==> run_1/detail.png <==
Region (33, 12) to (73, 52) um. Cells in gray, sequential cells in the stronger gray; small squares are vias.
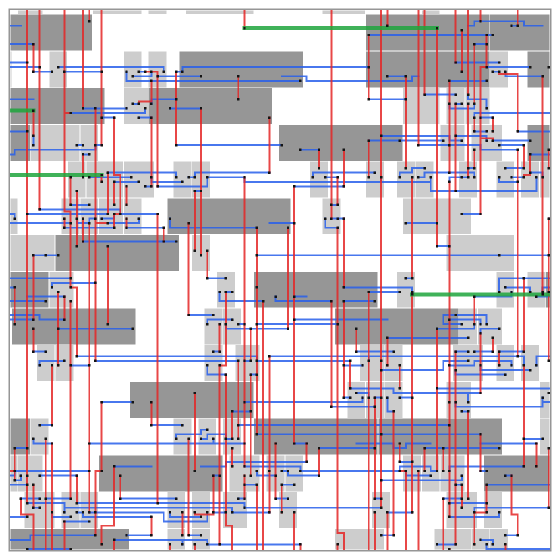
==> run_1/layer_met3.png <==
The bar under the picture is 20 um long.
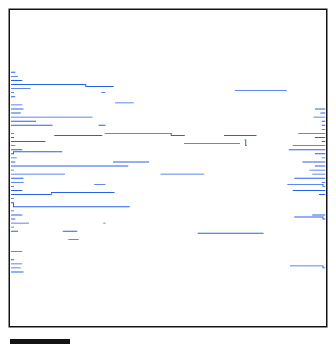
==> run_1/wires.png <==
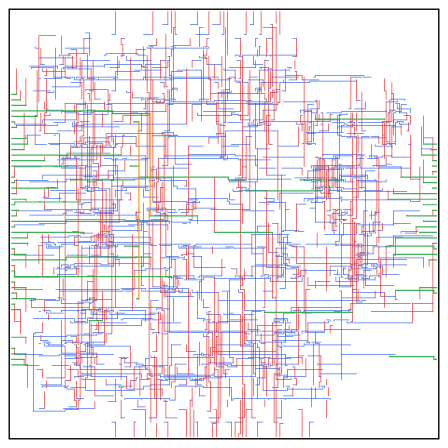
===== config.mk =====
export PLATFORM = sky130hd
export DESIGN_NAME = dist_mem_reader
export DESIGN_NICKNAME = d
export VERILOG_FILES = /design/src/rtl/dist_pkg.sv /design/src/rtl/dist_lane_serializer.sv /design/src/rtl/dist_mem_reader.sv
export SDC_FILE = /design/constraint.sdc
export NUM_CORES = 1
export LEC_CHECK = 0
export ABC_AREA = 1
export CORE_UTILIZATION = 35
export CTS_CLUSTER_SIZE = 8
export DETAILED_ROUTE_END_ITERATION = 8
export REMOVE_ABC_BUFFERS = 1
export SLEW_MARGIN = 20
export SYNTH_ARGS = -nofsm -noshare
export SYNTH_HDL_FRONTEND = slang
export SYNTH_SLANG_ARGS = --single-unit

===== constraint.sdc =====
create_clock -name clk -period 3.95 [get_ports clk]
set_input_delay 0.5925 -clock clk [delete_from_list [all_inputs] [get_ports clk]]
set_output_delay 0.5925 -clock clk [all_outputs]
set_load 0.1 [all_outputs]

===== src/rtl/dist_pkg.sv =====
// Shared definitions for the distance-memory read path:
// the FSM state encoding and the lane geometry of one memory entry.
package dist_pkg;

   typedef enum logic [2:0] {
      IDLE = 3'd0,
      WAIT = 3'd1,
      LOAD = 3'd2,
      SEND = 3'd3,
      FIN  = 3'd4
   } state_t;

   localparam int         LANES      = 4;
   localparam int         LANE_W     = 2;
   localparam logic [1:0] LANE_FIRST = 2'd0;
   localparam logic [1:0] LANE_LAST  = 2'd3;

endpackage


===== src/rtl/dist_lane_serializer.sv =====
// Holds one 4-distance memory entry and presents it lane by lane
// on a valid/ready stream.
module dist_lane_serializer
   import dist_pkg::*;
#(
   parameter int WIDTH = 16
) (
   input  logic              clk,
   input  logic              rst_n,
   input  logic              load,
   input  logic              sending,
   input  logic              lastEntry,
   input  logic [WIDTH-1:0]  inA,
   input  logic [WIDTH-1:0]  inB,
   input  logic [WIDTH-1:0]  inC,
   input  logic [WIDTH-1:0]  inD,
   input  logic              ready,
   output logic [WIDTH-1:0]  distOut,
   output logic [LANE_W-1:0] lane,
   output logic              valid,
   output logic              last,
   output logic              entryDone
);

   logic [WIDTH-1:0] hold [LANES];

   always_ff @(posedge clk or negedge rst_n) begin
      if (!rst_n) begin
         for (int i = 0; i < LANES; i++) hold[i] <= '0;
         lane <= LANE_FIRST;
      end else if (load) begin
         hold[0] <= inA;
         hold[1] <= inB;
         hold[2] <= inC;
         hold[3] <= inD;
         lane    <= LANE_FIRST;
      end else if (valid && ready) begin
         lane <= lane + 2'd1;
      end
   end

   // Lane only advances on a handshake, so data/last stay stable under backpressure.
   assign valid     = sending;
   assign distOut   = hold[lane];
   assign last      = sending && (lane == LANE_LAST) && lastEntry;
   assign entryDone = valid && ready && (lane == LANE_LAST);

endmodule


===== src/rtl/dist_mem_reader.sv =====
// Read-side controller for the distance memory: sweeps entries 0..N-1,
// waits out the RAM read latency and streams each entry as four distances.
module dist_mem_reader
   import dist_pkg::*;
#(
   parameter int WIDTH      = 16,
   parameter int ADDR_WIDTH = 3,
   parameter int DEPTH      = 8,
   parameter int RD_LAT     = 1
) (
   input  logic                  clk,
   input  logic                  rst_n,
   input  logic                  start,
   input  logic [ADDR_WIDTH:0]   num_entries,
   output logic [ADDR_WIDTH-1:0] readAddrReal,
   output logic [ADDR_WIDTH-1:0] readAddrImag,
   input  logic [WIDTH-1:0]      inaDist,
   input  logic [WIDTH-1:0]      inbDist,
   input  logic [WIDTH-1:0]      incDist,
   input  logic [WIDTH-1:0]      indDist,
   output logic [WIDTH-1:0]      dist_out,
   output logic [ADDR_WIDTH+1:0] dist_idx,
   output logic                  dist_valid,
   input  logic                  dist_ready,
   output logic                  dist_last,
   output logic                  busy,
   output logic                  done
);

   localparam int                    CNT_W     = $clog2(RD_LAT + 1) + 1;
   localparam logic [CNT_W-1:0]      ONE_CNT   = 1;
   localparam logic [ADDR_WIDTH-1:0] ONE_ADDR  = 1;
   localparam logic [ADDR_WIDTH:0]   ONE_N     = 1;
   localparam logic [ADDR_WIDTH:0]   DEPTH_N   = (ADDR_WIDTH + 1)'(DEPTH);
   localparam logic [CNT_W-1:0]      LAT_CNT   = CNT_W'(RD_LAT);

   state_t                  state;
   state_t                  stateNext;
   logic [ADDR_WIDTH-1:0]   addr;
   logic [ADDR_WIDTH:0]     nEntries;
   logic [ADDR_WIDTH:0]     nClamped;
   logic [CNT_W-1:0]        waitCnt;
   logic                    lastEntry;
   logic                    entryDone;
   logic [LANE_W-1:0]       lane;

   assign nClamped  = (num_entries > DEPTH_N) ? DEPTH_N : num_entries;
   assign lastEntry = ({1'b0, addr} == (nEntries - ONE_N));

   always_ff @(posedge clk or negedge rst_n) begin
      if (!rst_n) state <= IDLE;
      else        state <= stateNext;
   end

   always_comb begin
      stateNext = state;
      case (state)
         IDLE:    if (start) stateNext = (nClamped == '0) ? FIN : WAIT;
         WAIT:    if (waitCnt == ONE_CNT) stateNext = LOAD;
         LOAD:    stateNext = SEND;
         SEND:    if (entryDone) stateNext = lastEntry ? FIN : WAIT;
         FIN:     stateNext = IDLE;
         default: stateNext = IDLE;
      endcase
   end

   // N is latched only from IDLE, so a start pulse while busy has no effect.
   always_ff @(posedge clk or negedge rst_n) begin
      if (!rst_n) begin
         addr     <= '0;
         nEntries <= '0;
         waitCnt  <= '0;
      end else begin
         case (state)
            IDLE: if (start) begin
               nEntries <= nClamped;
               addr     <= '0;
               waitCnt  <= LAT_CNT;
            end
            WAIT: waitCnt <= waitCnt - ONE_CNT;
            SEND: if (entryDone && !lastEntry) begin
               addr    <= addr + ONE_ADDR;
               waitCnt <= LAT_CNT;
            end
            default: ;
         endcase
      end
   end

   dist_lane_serializer #(
      .WIDTH(WIDTH)
   ) uSerializer (
      .clk       (clk),
      .rst_n     (rst_n),
      .load      (state == LOAD),
      .sending   (state == SEND),
      .lastEntry (lastEntry),
      .inA       (inaDist),
      .inB       (inbDist),
      .inC       (incDist),
      .inD       (indDist),
      .ready     (dist_ready),
      .distOut   (dist_out),
      .lane      (lane),
      .valid     (dist_valid),
      .last      (dist_last),
      .entryDone (entryDone)
   );

   assign readAddrReal = addr;
   assign readAddrImag = addr;
   assign dist_idx     = {addr, lane};
   assign busy         = (state != IDLE);
   assign done         = (state == FIN);

endmodule


==> Slide: Implementation Results, run 1 <==
Physical Implementation Snapshot

Die
  • Fp util: 36.1%
  • Total core area: 10,400 sq um
  • Tapcell Cnt: 136
  • Die area: 11,100 sq um
  • Die Span X: 105 um

Drt
  • Drt first pass iters: 4
  • Met2 wire length: 4240 um
  • Antenna viol nets, final: 0
  • DR top layer: met4
  • Post-DR wirelength/cell: 12.8 um
  • Met3 routed WL: 611 um
  • Via total after detailed routing: 3,328
  • Drt initial violations: 213
  • Met1 WL: 4240 um
  • Vias per cell: 4.66
  • Detailed Route WL: 9160 um

Cells and area
  • Seq area share: 39.7%
  • Layout cells sized above 1: 7.44%
  • Sequential cells: 78
  • Largest Register: uSerializer.hold
  • Comb gates: 354
  • Layout Utilization: 47.4%
  • Comb area share: 31.3%
  • Bufs w/o clock: 104
  • Area growth syn-to-layout: 31.4%
  • Max FFs per register: 64
  • Combinational gate area: 1540 sq um
  • Nets: 649
  • Reg area: 1950 sq um
  • Clock buffer cells: 11
  • ClkCell Share: 3.41%
  • Inverter count: 26
  • Buffering overhead: 20.2%
  • Biggest regs: uSerializer.hold x64, nEntries x4
  • Number of diodes: 0
  • Largest class: flip-flops and latches
  • Fillcell total: 1,110

Synth
  • Main logic family: simple AND/OR/NAND/NOR gates
  • Top cells by count, synth: nand2_1, dfrtp_1, nor2_1
  • Main area contributors: dfrtp_1, nand2_1, o21ai_0, nor2_1, o22ai_1
  • Synthesized instance count: 486
  • Asr flop ratio synth: 100%
  • Max-area cell share: 52.1%
  • Most frequent cell after synthesis: nand2_1
  • Number of enable flip-flop cells: 0
  • Yosys stat area: 3740 sq um
  • Synth Area in Compound Gates: 8.79%
  • Yosys xor share: 0.234%
  • Most used flip-flop cell: dfrtp_1
  • Synth unique cells: 27
  • Mapped Area: 3740 sq um
  • Yosys top cell by area: dfrtp_1
  • Simple share: 30.7%
  • Syn Area/Cell: 7.71 sq um
  • YS warnings: 0
  • Adder Area Share: 1.34%
  • Multiplexer share: 0%
  • Seq share, synth: 52.1%
  • Ys cells: 486

Clocking
  • Total clock sinks: 78
  • Max Root-Sink Buffers: 2
  • Clk root buf: clkbuf_8
  • Post-CTS sizing: 0
  • # hold bufs at CTS: 0
  • TritonCTS clock tree: built
  • Reg clk slew, reported paths: 0.09 ns
  • H-tree depth: 3
  • Postcts setup bufs: 0
  • CTS buffer count: 9

Critical path
  • Slowest CP cell: clkdlybuf4s50_1
  • Critical Path Start Type: flop
  • CP Capture Point: dist_valid
  • Worst r2r src: state[1]
  • CP arrival: 2.43 ns
  • Worst path depth: 2
  • FF-to-FF path depth: 8
  • Crit Path Category: reg -> out
  • Critical Path Max Stage Delay: 1.22 ns
  • Crit path from: state[2]
  • Worst EP required: 3.36 ns
  • Worst Path Buf+Inv: 1
  • FF-to-FF setup slack: 1.97 ns
  • Reg2reg end: state[0]
  • Crit-path max FO: 8
  • CP top delay family: buffers and inverters
  • Worst setup EP type: output pin

Global route
  • Gr busiest metal: met2
  • Met3 Track Usage GR: 4.64%
  • First-pass GRT wire length: 15,900 um
  • M1 GR Usage: 23.2%
  • Global Route Usage Sum: 17.9%
  • Initial antenna violation count: 0
  • Global Route met2 Usage: 29.2%
  • Number of global-route vias before repair: 3,497

Placement
  • Placed cell areas: 4750 sq um
  • Pre-CTS WS: 1.29 ns
  • Dpl hpwl: 5920 um
  • Placer Congestion: 0.773
  • Buffers added on ports: 102

Final timing
  • Hold Fails Final Rpt: 0
  • Setup violators final: 0
  • Slew @ Worst Pin: 1.03 ns
  • Tcrit/Tclk final: 76.5%
  • Clk_skew: 0.00857 ns
  • Maximum clock rate: 331 MHz
  • Final setup TNS: 0 ns
  • Unrepaired setup endpoints after global routing: false
  • Worst hold slack: 0.275 ns
  • Max-slew violations: 0
  • Tmin final: 3.02 ns
  • Min setup slack post-route: 0.929 ns
  • Max-slew headroom: 31.0%

Outcome
  • Status: completed

Hold path
  • Worst Hold Class: in -> async

Run
  • Max-capacitance violation count: 0
  • Tool warning count: 25
Notes on detail.png above:
metal 2 -> red
metal 3 -> green
metal 1 -> blue
cells with their middle in the window = 103
netlist names of flops here include = uSerializer.hold (18)
most frequent = nand2_1 (48), dfrtp_1 (18), o21ai_0 (12)
sequential cells in the window = 18

Notes on layer_met3.png above:
wire length on this layer = 611 um
main direction = horizontal
share of all routed wire = 6.7%

Notes on wires.png above:
metal 2 -> red  # wire length 4,240 um
metal 3 -> green  # wire length 611 um
metal 1 -> blue  # wire length 4,240 um
metal 4 -> orange  # wire length 68.7 um

-- run 1: cells in the final DEF, fill, tap and decap left out --
cell type / instances
clkinvlp_4: 3
nand4_1: 4
inv_1: 24
nand3_1: 6
o21ai_0: 33
nor2_1: 43
o21a_1: 1
clkdlybuf4s50_1: 83
nand4_4: 1
o22ai_1: 18
inv_2: 1
buf_4: 20
a21boi_0: 1
a211oi_1: 1
nand2_2: 1
nor3_4: 1
clkinv_2: 2
xnor2_1: 1
a21oi_1: 3
buf_6: 1
o21ai_2: 1
o21ai_1: 1
or2_2: 1
nand2_4: 1
ha_1: 4
clkbuf_1: 2
clkbuf_8: 9
clkinv_4: 1
nor3_1: 2
dfrtp_1: 78
nand2_1: 230
==> run_1/clk_routes.png <==
The bar under the picture is 20 um long.
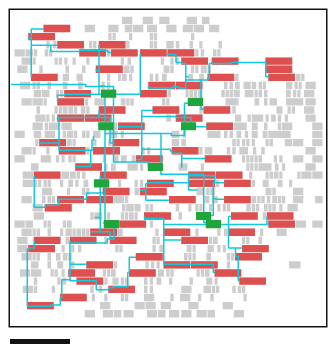

==> inputs of run 2 (changes only) <==
==> constraint.sdc (replaced) <==
create_clock -name clk -period 3 [get_ports clk]
set_input_delay 0.45 -clock clk [delete_from_list [all_inputs] [get_ports clk]]
set_output_delay 0.45 -clock clk [all_outputs]
set_load 0.1 [all_outputs]
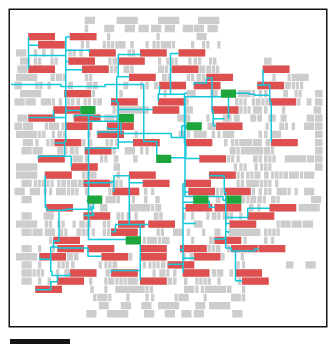
(run_2/clk_routes.png)
The bar under the picture is 20 um long.
flip-flops -> red  # count 78
clock drivers -> green  # count 9
clock wires -> cyan  # length 962 um
routed clock nets = 10
flops lie = all over the die

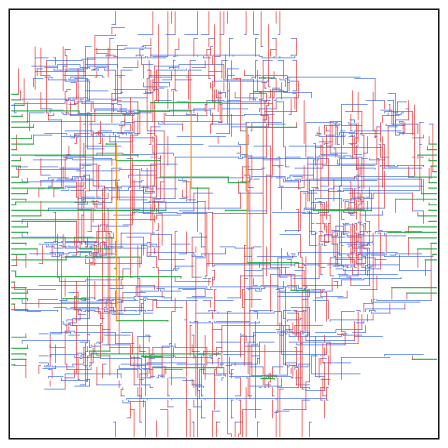
(run_2/wires.png)
metal 3 -> green  # wire length 694 um
metal 1 -> blue  # wire length 4,300 um
metal 4 -> orange  # wire length 95.9 um
metal 2 -> red  # wire length 4,120 um

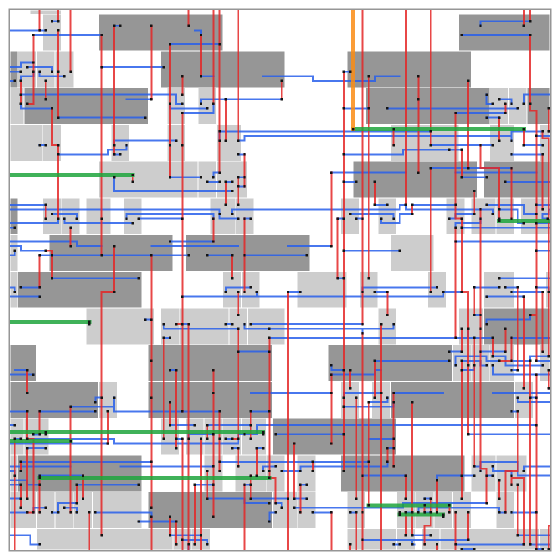
(run_2/detail.png)
Region (33, 12) to (73, 52) um. Cells in gray, sequential cells in the stronger gray; small squares are vias.
metal 1 -> blue
metal 2 -> red
metal 4 -> orange
metal 3 -> green
most frequent = nand2_1 (47), dfrtp_1 (21)
cells with their middle in the window = 107
sequential cells in the window = 21
netlist names of flops here include = uSerializer.hold (19)

==> run 2 against run 1 <==
  * Synthesized cell count is the same
  * Setup slack lost 0.40 ns
  * Area after synthesis is the same
  * Non-clock buffer count grew 6
  * Worst hold slack gained 0.20 ns
  * Critical endpoint is now dist_last
  * Register-to-register slack lost 0.67 ns
  * Core utilization grew 2.8 points
  * Final cell count grew 0.84%
==> Slide: Implementation Results, run 2 <==
Physical Implementation Snapshot

Final timing
  • Min setup slack post-route: 0.534 ns (was 0.929 ns)
  • Setup violators final: 0 (unchanged)
  • Max-slew headroom: 56.2% (was 31.0%)
  • Tcrit/Tclk final: 82.2%
  • Tmin final: 2.47 ns
  • Max-slew violations: 0 (unchanged)
  • Slew @ Worst Pin: 0.655 ns (was 1.03 ns)
  • Clk_skew: 0.0133 ns (was 0.00857 ns)
  • Unrepaired setup endpoints after global routing: false (unchanged)
  • Worst hold slack: 0.478 ns (was 0.275 ns)
  • Maximum clock rate: 405 MHz
  • Hold Fails Final Rpt: 0 (unchanged)
  • Final setup TNS: 0 ns (unchanged)

Cells and area
  • Area growth syn-to-layout: 39.3% (was 31.4%)
  • Fillcell total: 1,015 (was 1,110)
  • Top Layout Cells: nand2_1, dfrtp_1, clkdlybuf4s50_1 (was nand2_1, clkdlybuf4s50_1, dfrtp_1)
  • Layout cells sized above 1: 10.8% (was 7.44%)
  • Largest Register: uSerializer.hold (unchanged)
  • Number of diodes: 0 (unchanged)
  • Layout Utilization: 50.3% (was 47.4%)
  • Biggest regs: uSerializer.hold x64, nEntries x4 (unchanged)
  • Final instance area: 5220 sq um (was 4920 sq um)
  • Commonest Layout Cell: nand2_1 (unchanged)
  • Nets: 655 (was 649)
  • Max FFs per register: 64 (unchanged)

Synth
  • Main area contributors: dfrtp_1, nand2_1, o21ai_0, nor2_1, o22ai_1 (unchanged)
  • Top cells by count, synth: nand2_1, dfrtp_1, nor2_1 (unchanged)
  • Yosys stat area: 3740 sq um (unchanged)
  • Multiplexer share: 0% (unchanged)
  • Synthesized instance count: 486 (unchanged)
  • Yosys xor share: 0.234% (unchanged)
  • Most frequent cell after synthesis: nand2_1 (unchanged)
  • Simple share: 30.7% (unchanged)
  • Synth flops: 78 (unchanged)
  • Seq share, synth: 52.1% (unchanged)
  • Mapped Area: 3740 sq um (unchanged)
  • Ys cells: 486 (unchanged)
  • Synth unique cells: 27 (unchanged)
  • YS warnings: 0 (unchanged)
  • Syn Area/Cell: 7.71 sq um (unchanged)
  • Asr flop ratio synth: 100% (unchanged)
  • Main logic family: simple AND/OR/NAND/NOR gates (unchanged)
  • Adder Area Share: 1.34% (unchanged)
  • Most used flip-flop cell: dfrtp_1 (unchanged)
  • Max-area cell share: 52.1% (unchanged)
  • Yosys top cell by area: dfrtp_1 (unchanged)
  • Number of enable flip-flop cells: 0 (unchanged)
  • Synth Area in Compound Gates: 8.79% (unchanged)

Drt
  • Met2 wire length: 4120 um (was 4240 um)
  • DR top layer: met4 (unchanged)
  • Drt initial violations: 144 (was 213)
  • Antenna viol nets, final: 0 (unchanged)
  • Met3 routed WL: 694 um (was 611 um)
  • Post-DR wirelength/cell: 12.8 um (about the same)
  • Met1 WL: 4300 um (was 4240 um)
  • Drt first pass iters: 4 (unchanged)
  • Via total after detailed routing: 3,436 (was 3,328)
  • Vias per cell: 4.77 (was 4.66)
  • Detailed Route WL: 9220 um (was 9160 um)

Die
  • Die area: 11,100 sq um (unchanged)
  • Fp util: 36.1% (unchanged)
  • Total core area: 10,400 sq um (unchanged)
  • Die Span X: 105 um (unchanged)

Global route
  • Global Route met2 Usage: 27.3% (was 29.2%)
  • Number of global-route vias before repair: 3,318 (was 3,497)
  • M1 GR Usage: 23.5% (was 23.2%)
  • First-pass GRT wire length: 15,400 um (was 15,900 um)
  • Largest net degree at the start of global routing: 79 (unchanged)
  • Gr busiest metal: met2 (unchanged)
  • Initial antenna violation count: 0 (unchanged)
  • Global Route Usage Sum: 17.5% (was 17.9%)
  • Met3 Track Usage GR: 5.57% (was 4.64%)

Placement
  • Buffers added on ports: 102 (unchanged)
  • Dpl hpwl: 6080 um (was 5920 um)
  • Placed cell areas: 4960 sq um (was 4750 sq um)
  • Pre-CTS WS: 0.895 ns (was 1.29 ns)
  • Placer Congestion: 0.773 (about the same)
  • Cells after DPL: 702 (was 698)

Run
  • Max-capacitance violation count: 0 (unchanged)
  • Tool warning count: 25 (unchanged)

Critical path
  • Worst setup EP type: output pin (unchanged)
  • CP top delay family: simple AND/OR/NAND/NOR gates (was buffers and inverters)
  • Crit Path Category: reg -> out (unchanged)
  • Critical Path Start Type: flop (unchanged)
  • Worst EP required: 2.55 ns (was 3.36 ns)
  • Crit-path max FO: 6 (was 8)
  • CP Cell Sequence: inv_1, ha_1, nand2_1, nand2_1, nor2_1, nand4_4, nor2_1, buf_12 (was nor3_4, clkdlybuf4s50_1)
  • CP arrival: 2.02 ns (was 2.43 ns)
  • Worst Path Buf+Inv: 2 (was 1)
  • Critical Path Max Stage Delay: 0.38 ns (was 1.22 ns)
  • FF-to-FF setup slack: 1.30 ns (was 1.97 ns)
  • Slowest CP cell: dfrtp_1 (was clkdlybuf4s50_1)

Clocking
  • TritonCTS clock tree: built (unchanged)
  • H-tree depth: 3 (unchanged)
  • Total clock sinks: 78 (unchanged)
  • Reg clk slew, reported paths: 0.07 ns (was 0.09 ns)
  • CTS buffer count: 9 (unchanged)
  • Postcts setup bufs: 0 (unchanged)
  • Clk root buf: clkbuf_8 (unchanged)
  • Post-CTS sizing: 0 (unchanged)
  • Max Root-Sink Buffers: 2 (unchanged)
  • # hold bufs at CTS: 0 (unchanged)

Hold path
  • Worst Hold Class: reg -> reg (was in -> async)

Outcome
  • Status: completed (unchanged)
run 2: cell counts after synthesis:
Identical to the previous run, type by type.
run 2: worst paths after layout:
path | startpoint | to | cells after the start
worst max-delay path | nEntries[0] | dist_last | 8
worst min-delay path | uSerializer.hold[21] | uSerializer.hold[21] | 2
worst max register to register | state[1] | uSerializer.hold[45] | 7
worst min register to register | uSerializer.hold[21] | uSerializer.hold[21] | 2
max in group asynchronous | rst_n | uSerializer.hold[8] | 3
min in group asynchronous | rst_n | uSerializer.hold[6] | 2
run 2: area by class of cell:
class	instances	area, sq um	share of cell area (%)
clock buffers	9	124	2.38
clock inverters	7	96.3	1.85
inverters	26	97.6	1.87
multi-input cells	354	1540	29.5
flip-flops and latches	78	1950	37.4
well taps	136	170	3.26
repair buffers	110	1240	23.7
==> run_2/placement.png <==
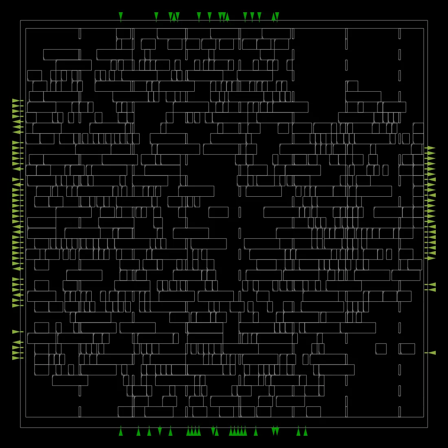

==> inputs of run 3 (changes only) <==
==> constraint.sdc (replaced) <==
create_clock -name clk -period 2.34 [get_ports clk]
set_input_delay 0.351 -clock clk [delete_from_list [all_inputs] [get_ports clk]]
set_output_delay 0.351 -clock clk [all_outputs]
set_load 0.1 [all_outputs]
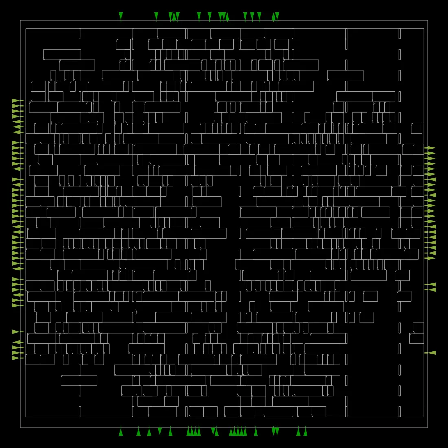
(run_3/placement.png)
total core area: 10,400 sq um
fillcell total: 1,035
row count: 37
sequential cells: 78

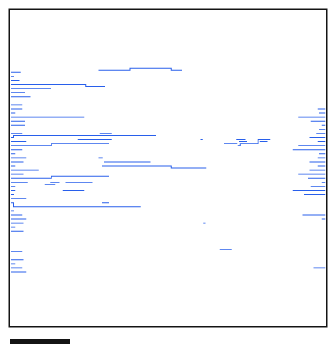
(run_3/layer_met3.png)
The bar under the picture is 20 um long.
main direction = horizontal
wire length on this layer = 606 um
longest straight run = 47.4 um

==> run 3 against run 2 <==
  * Sequential cell count did not move
  * Sequential share of layout area fell by 0.96 points
  * Core utilization rose by 1.3 points
  * Non-clock buffer count rose by 3
  * Area after synthesis did not move
  * Clock skew fell by 0.0038 ns
==> Slide: Implementation Results, run 3 <==
Physical Implementation Snapshot

Cells and area
  • Max FFs per register: 64 (unchanged)
  • Commonest Layout Cell: nand2_1 (unchanged)
  • Nets: 658 (was 655)
  • Largest Register: uSerializer.hold (unchanged)
  • Top Layout Cells: nand2_1, dfrtp_1, clkdlybuf4s50_1 (unchanged)
  • Layout cells sized above 1: 11.8% (was 10.8%)
  • Finished Layout Cells: 723 (was 720)
  • Area growth syn-to-layout: 42.9% (was 39.3%)
  • Layout Utilization: 51.6% (was 50.3%)
  • Number of diodes: 0 (unchanged)
  • Biggest regs: uSerializer.hold x64, nEntries x4 (unchanged)
  • Final instance area: 5350 sq um (was 5220 sq um)

Final timing
  • Tmin final: 2.23 ns
  • Max-slew headroom: 57.2% (was 56.2%)
  • Min setup slack post-route: 0.111 ns (was 0.534 ns)
  • Setup violators final: 0 (unchanged)
  • Maximum clock rate: 449 MHz
  • Max-slew violations: 0 (unchanged)
  • Final setup TNS: 0 ns (unchanged)
  • Unrepaired setup endpoints after global routing: false (unchanged)
  • Slew @ Worst Pin: 0.642 ns (was 0.655 ns)
  • Clk_skew: 0.00951 ns (was 0.0133 ns)
  • Worst hold slack: 0.478 ns (about the same)
  • Tcrit/Tclk final: 95.3%
  • Hold Fails Final Rpt: 0 (unchanged)

Drt
  • Antenna viol nets, final: 0 (unchanged)
  • Vias per cell: 4.68 (was 4.77)
  • Met2 wire length: 4100 um (was 4120 um)
  • Via total after detailed routing: 3,385 (was 3,436)
  • Drt initial violations: 159 (was 144)
  • DR top layer: met4 (unchanged)
  • Detailed Route WL: 9250 um (was 9220 um)
  • Met1 WL: 4470 um (was 4300 um)
  • Met3 routed WL: 606 um (was 694 um)
  • Post-DR wirelength/cell: 12.8 um (about the same)
  • Drt first pass iters: 4 (unchanged)

Global route
  • Largest net degree at the start of global routing: 65 (was 79)
  • Number of global-route vias before repair: 3,312 (was 3,318)
  • Global Route Usage Sum: 17.8% (was 17.5%)
  • Gr busiest metal: met2 (unchanged)
  • M1 GR Usage: 24.1% (was 23.5%)
  • First-pass GRT wire length: 15,500 um (was 15,400 um)
  • Met3 Track Usage GR: 4.82% (was 5.57%)
  • Global Route met2 Usage: 27.7% (was 27.3%)
  • Initial antenna violation count: 0 (unchanged)

Critical path
  • Critical Path Max Stage Delay: 0.38 ns (about the same)
  • Worst path depth: 8 (unchanged)
  • Worst r2r src: state[1] (unchanged)
  • Crit Path Category: reg -> out (unchanged)
  • CP arrival: 1.88 ns (was 2.02 ns)
  • Crit path from: nEntries[0] (unchanged)
  • Critical Path Start Type: flop (unchanged)
  • Slowest CP cell: dfrtp_1 (unchanged)
  • Worst Path Buf+Inv: 2 (unchanged)
  • CP top delay family: simple AND/OR/NAND/NOR gates (unchanged)
  • FF-to-FF setup slack: 0.68 ns (was 1.30 ns)
  • CP Cell Sequence: inv_1, ha_1, nand2_1, nand2_1, nor2_2, nand4_4, nor2_4, buf_12 (was inv_1, ha_1, nand2_1, nand2_1, nor2_1, nand4_4, nor2_1, buf_12)
  • Worst EP required: 1.99 ns (was 2.55 ns)
  • Worst setup EP type: output pin (unchanged)
  • FF-to-FF path depth: 7 (unchanged)
  • CP Capture Point: dist_last (unchanged)
  • Crit-path max FO: 6 (unchanged)
  • Reg2reg end: uSerializer.hold[52] (was uSerializer.hold[45])

Clocking
  • Postcts setup bufs: 0 (unchanged)
  • TritonCTS clock tree: built (unchanged)
  • Clk root buf: clkbuf_8 (unchanged)
  • Post-CTS sizing: 1 (was 0)
  • Total clock sinks: 78 (unchanged)
  • Reg clk slew, reported paths: 0.08 ns (was 0.07 ns)
  • # hold bufs at CTS: 1 (was 0)
  • H-tree depth: 3 (unchanged)
  • CTS buffer count: 9 (unchanged)
  • Max Root-Sink Buffers: 2 (unchanged)

Die
  • Die area: 11,100 sq um (unchanged)
  • Fp util: 36.1% (unchanged)
  • Die Span X: 105 um (unchanged)
  • Die H: 105 um (unchanged)

Run
  • Max-capacitance violation count: 0 (unchanged)
  • Tool warning count: 25 (unchanged)

Placement
  • Pre-CTS WS: 0.329 ns (was 0.895 ns)
  • Placed cell areas: 5040 sq um (was 4960 sq um)
  • Dpl hpwl: 6270 um (was 6080 um)
  • Cells after DPL: 706 (was 702)
  • Buffers added on ports: 102 (unchanged)

Synth
  • Yosys xor share: 0.234% (unchanged)
  • Main area contributors: dfrtp_1, nand2_1, o21ai_0, nor2_1, o22ai_1 (unchanged)
  • Synthesized instance count: 486 (unchanged)
  • Multiplexer share: 0% (unchanged)
  • Most frequent cell after synthesis: nand2_1 (unchanged)
  • Adder Area Share: 1.34% (unchanged)
  • Synth flops: 78 (unchanged)
  • Seq share, synth: 52.1% (unchanged)
  • Yosys top cell by area: dfrtp_1 (unchanged)
  • Top cells by count, synth: nand2_1, dfrtp_1, nor2_1 (unchanged)
  • Synth Area in Compound Gates: 8.79% (unchanged)
  • Asr flop ratio synth: 100% (unchanged)
  • YS warnings: 0 (unchanged)
  • Most used flip-flop cell: dfrtp_1 (unchanged)
  • Syn Area/Cell: 7.71 sq um (unchanged)
  • Synth unique cells: 27 (unchanged)
  • Max-area cell share: 52.1% (unchanged)
  • Ys cells: 486 (unchanged)
  • Simple share: 30.7% (unchanged)
  • Main logic family: simple AND/OR/NAND/NOR gates (unchanged)
  • Number of enable flip-flop cells: 0 (unchanged)
  • Mapped Area: 3740 sq um (unchanged)
  • Yosys stat area: 3740 sq um (unchanged)

Hold path
  • Cell depth of the worst hold path: 2 (unchanged)
  • Worst Hold Path EP: uSerializer.hold[25] (was uSerializer.hold[21])
  • Worst Hold Class: reg -> reg (unchanged)
  • Hold path startpoint: uSerializer.hold[25] (was uSerializer.hold[21])

Outcome
  • Status: completed (unchanged)
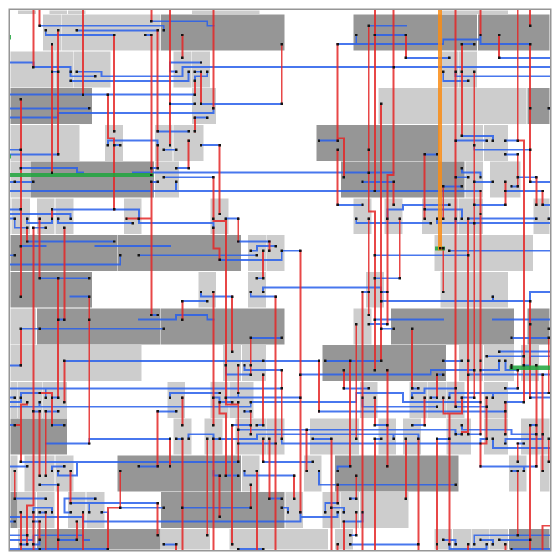
(run_3/detail.png)
Region (33, 12) to (73, 52) um. Cells in gray, sequential cells in the stronger gray; small squares are vias.
metal 1 -> blue
metal 4 -> orange
metal 3 -> green
metal 2 -> red
cells with their middle in the window = 104
most frequent = nand2_1 (46), dfrtp_1 (18), o21ai_0 (12)
netlist names of flops here include = uSerializer.hold (17), nEntries (1)
sequential cells in the window = 18

## run 3: netlist changes by cell type in the layout (fill, tap and decap cells not counted), sizes merged
cell / before / now
clkinv: 4 / 0
buf: 39 / 42
bufinv: 2 / 5
clkinvlp: 0 / 1
## run 3: layout make-up
cell class | instances | area, sq um
clock inverters | 7 | 168
repair buffers | 113 | 1290
flip-flops and latches | 78 | 1950
clock buffers | 9 | 124
well taps | 136 | 170
fillers | 1035 | 5020
multi-input cells | 354 | 1550
inverters | 26 | 101
## run 3: cell families after synthesis
kind of cell    after synthesis
xor+xnor                      1
simple gates                290
fa+ha+maj                     4
buf+inv                      54
flops                        78
compound gates               59
